`src/rtl/prog_pkg.sv`:
```
// Shared types and sizing for the program-memory load controller.
package prog_pkg;

   localparam int unsigned ADDR_W = 8;
   localparam int unsigned DATA_W = 16;
   localparam int unsigned DEPTH  = 256;
   localparam int unsigned CNT_W  = ADDR_W + 1;

   typedef logic [DATA_W-1:0] word_t;
   typedef logic [ADDR_W-1:0] addr_t;
   typedef logic [CNT_W-1:0]  cnt_t;

   typedef enum logic [1:0] {
      IDLE  = 2'd0,
      CLEAR = 2'd1,
      LOAD  = 2'd2,
      RUN   = 2'd3
   } state_t;

endpackage

```
`src/rtl/prog_load_ctrl.sv`:
```
// Arbitrates the program memory between a host loader stream and CPU fetch:
// start -> zero every word -> stream in the program -> hand memory to the CPU.
module prog_load_ctrl
   import prog_pkg::*;
(
   input  logic              clk,
   input  logic              rst,
   input  logic              start,
   input  logic              ld_valid,
   input  logic [DATA_W-1:0] ld_data,
   input  logic              ld_last,
   output logic              ld_ready,
   input  logic              fetch_req,
   input  logic [ADDR_W-1:0] fetch_addr,
   output logic              fetch_valid,
   output logic [DATA_W-1:0] fetch_data,
   output logic              mem_we,
   output logic [ADDR_W-1:0] mem_addr,
   output logic [DATA_W-1:0] mem_wdata,
   input  logic [DATA_W-1:0] mem_rdata,
   output logic              cpu_hold,
   output logic              done,
   output logic [ADDR_W:0]   word_count,
   output logic              trunc
);

   localparam cnt_t LAST_CNT  = cnt_t'(DEPTH - 1);
   localparam cnt_t DEPTH_CNT = cnt_t'(DEPTH);

   state_t state, state_nxt;
   cnt_t   cnt, cnt_nxt;
   cnt_t   word_count_nxt;
   logic   trunc_nxt;
   logic   xfer;

   assign xfer = (state == LOAD) && ld_valid;

   // State and datapath registers
   always_ff @(posedge clk or posedge rst) begin
      if (rst) begin
         state       <= IDLE;
         cnt         <= '0;
         word_count  <= '0;
         trunc       <= 1'b0;
         fetch_valid <= 1'b0;
      end else begin
         state       <= state_nxt;
         cnt         <= cnt_nxt;
         word_count  <= word_count_nxt;
         trunc       <= trunc_nxt;
         fetch_valid <= (state == RUN) && fetch_req;
      end
   end

   // Next-state and counter update
   always_comb begin
      state_nxt      = state;
      cnt_nxt        = cnt;
      word_count_nxt = word_count;
      trunc_nxt      = trunc;
      case (state)
         IDLE: begin
            if (start) begin
               state_nxt = CLEAR;
               cnt_nxt   = '0;
               trunc_nxt = 1'b0;
            end
         end
         CLEAR: begin
            if (cnt == LAST_CNT) begin
               state_nxt = LOAD;
               cnt_nxt   = '0;
            end else begin
               cnt_nxt = cnt + cnt_t'(1);
            end
         end
         LOAD: begin
            if (xfer) begin
               cnt_nxt = cnt + cnt_t'(1);
               if (ld_last) begin
                  state_nxt      = RUN;
                  word_count_nxt = cnt + cnt_t'(1);
               end else if (cnt == LAST_CNT) begin
                  // memory full before the loader signalled its last word
                  state_nxt      = RUN;
                  word_count_nxt = DEPTH_CNT;
                  trunc_nxt      = 1'b1;
               end
            end
         end
         RUN: begin
            if (start) begin
               state_nxt = CLEAR;
               cnt_nxt   = '0;
               trunc_nxt = 1'b0;
            end
         end
         default: state_nxt = IDLE;
      endcase
   end

   // Output decode from registered state; memory port follows the owner
   always_comb begin
      mem_we    = 1'b0;
      mem_addr  = cnt[ADDR_W-1:0];
      mem_wdata = '0;
      ld_ready  = 1'b0;
      cpu_hold  = 1'b1;
      done      = 1'b0;
      case (state)
         CLEAR: mem_we = 1'b1;
         LOAD: begin
            ld_ready  = 1'b1;
            mem_we    = xfer;
            mem_wdata = ld_data;
         end
         RUN: begin
            cpu_hold = 1'b0;
            done     = 1'b1;
            mem_addr = fetch_addr;
         end
         default: ;
      endcase
   end

   assign fetch_data = mem_rdata;

endmodule

```
`config.mk`:
```
export PLATFORM = sky130hd
export DESIGN_NAME = prog_load_ctrl
export DESIGN_NICKNAME = d
export VERILOG_FILES = /design/src/rtl/prog_pkg.sv /design/src/rtl/prog_load_ctrl.sv
export SDC_FILE = /design/constraint.sdc
export NUM_CORES = 1
export LEC_CHECK = 0
export CELL_PAD_IN_SITES_DETAIL_PLACEMENT = 2
export CELL_PAD_IN_SITES_GLOBAL_PLACEMENT = 2
export CORE_UTILIZATION = 17
export DETAILED_ROUTE_END_ITERATION = 10
export PLACE_DENSITY = 0.72
export SLEW_MARGIN = 15
export SYNTH_ARGS = -nofsm -noshare
export SYNTH_HDL_FRONTEND = slang
export SYNTH_SLANG_ARGS = --single-unit
```
`constraint.sdc`:
```
create_clock -name clk -period 2 [get_ports clk]
set_input_delay 0.4 -clock clk [delete_from_list [all_inputs] [get_ports clk]]
set_output_delay 0.4 -clock clk [all_outputs]
set_load 0.02 [all_outputs]
```
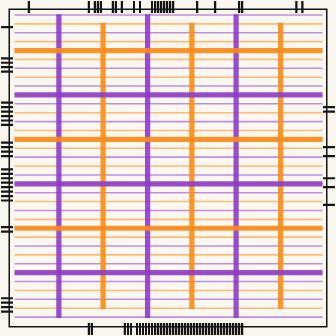
power_grid.png
Pins as bars on the die edge.
Purple stands for VSS. Orange stands for VDD.
6 straps on met5. The core has 34 rows.
Die Wd: 96.7 microns
die height: 96.7 microns
core area: 8720 sq um
Worst VDD drop: 0.337 mV

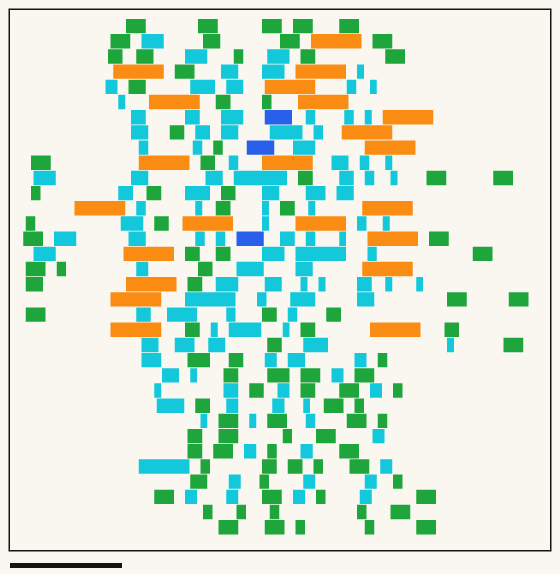
placement_by_type.png
The bar under the picture is 20 microns long.
Orange stands for sequential cells, cells 22, share of their area 24%. Cyan stands for combinational and other logic, cells 117, share of their area 40%. Green stands for remaining buffers and delay cells, cells 100, share of their area 35%. Blue stands for clock drivers, cells 3, share of their area 1.8%.
flop share of the area: 22.4%
number of cell rows: 34

==> results.tsv <==
metric	value	unit
run_status	finished, final reports clean	
ys_async_sr_fraction	100	%
clock_latency	0.26	ns
htree_levels	1	
relSlewSlack	80.7	%
max_freq	0.518	GHz
crit_path_end	cnt[6]$_DFFE_PP0P_	
drcViolationCount	0	
min_period	1.93	ns
largest_area_cell	dfrtp_1	
cpMostUsedCell	buf_4	
diodes	0	
timing.hold.ws	0.488	ns
power_density	812	nW/um^2
final_cells	350	
cp.required	2.16	ns
cp_slowest_cell	dfrtp_1	
postSynthSeqShare	36.1	%
crit_path_end_kind	register	
cts_tree	built	
fin_nets	296	
combGateArea	877	sq um
worst-path-buf-inv	5	
yosysMostFrequentCell	dfrtp_1	
grt_overflow	0	
ant_nets	0	
root_buffer	clkbuf_8	
cts_inserted_buffers	3	
placed_cells	341	
cp_cell_sequence	buf_4 -> ha_4 -> buf_4 -> buf_6 -> buf_4 -> a21boi_0 -> buf_4 -> o21ai_0 -> a22o_1	
xor_area_share	3.45	%
ys.flop_type	dfrtp_1	
biggestRegsByFlops	cnt: 9 flops, word_count: 9 flops, state: 2 flops	
first_iter_violations	41	
n_fill_cell	962	
grt_pass1_wl	8510	microns
area_growth	60.8	%
finalPower	1.99	mW
ios	101	
worst_pin_slew	0.288	ns
layout-drive-gt1-share	37.6	%
cp.depth	9	
cts_sinks	22	
ys_sh_simple	20.9	%
dr.pass1.iters	4	
ys_cells	160	
regArea	551	sq um
hold_viol_final	0	
warning_count	30	
yosysTopAreaCellShare	36.1	%
wl_per_cell	15.4	microns
netlist_area	1530	sq um
port_buffers	68	
placed_cell_area	2380	sq um
finClkSkew	0.00538	ns
common_cells	dfrtp_1, and2_1, buf_4	
synth_flops	22	
layer usage:
layer	share of wire, %	vias to the layer above	global-route usage [%]
met1	42	716	13.5
met2	55	28	21.5
met4	1.6	0	2.99
li1	-	693	-
met3	2.1	12	1.01
met5	0	-	0
timing repair:
item	CTS	global route
setup endpoints to repair	37	26
pin swaps	1	5
buffers inserted	2	4
resized	92	25
endpoints found under the hold margin	0	0
power breakdown:
group	total [mW]	leakage, nW	switching, mW	internal [mW]
clock	0.274	0.0216	0.140	0.134
combinational	1.18	0.847	0.613	0.563
sequential	0.542	0.288	0.0391	0.503
layout make-up:
cell class,instances,share of cell area (%)
Inverter,10,1.68
Timing Repair Buffer,100,32.9
Sequential cell,22,22.4
Clock buffer,3,1.68
Multi-Input combinational cell,107,35.8
Tap cell,108,5.51
Power and IR drop assume default switching activity.
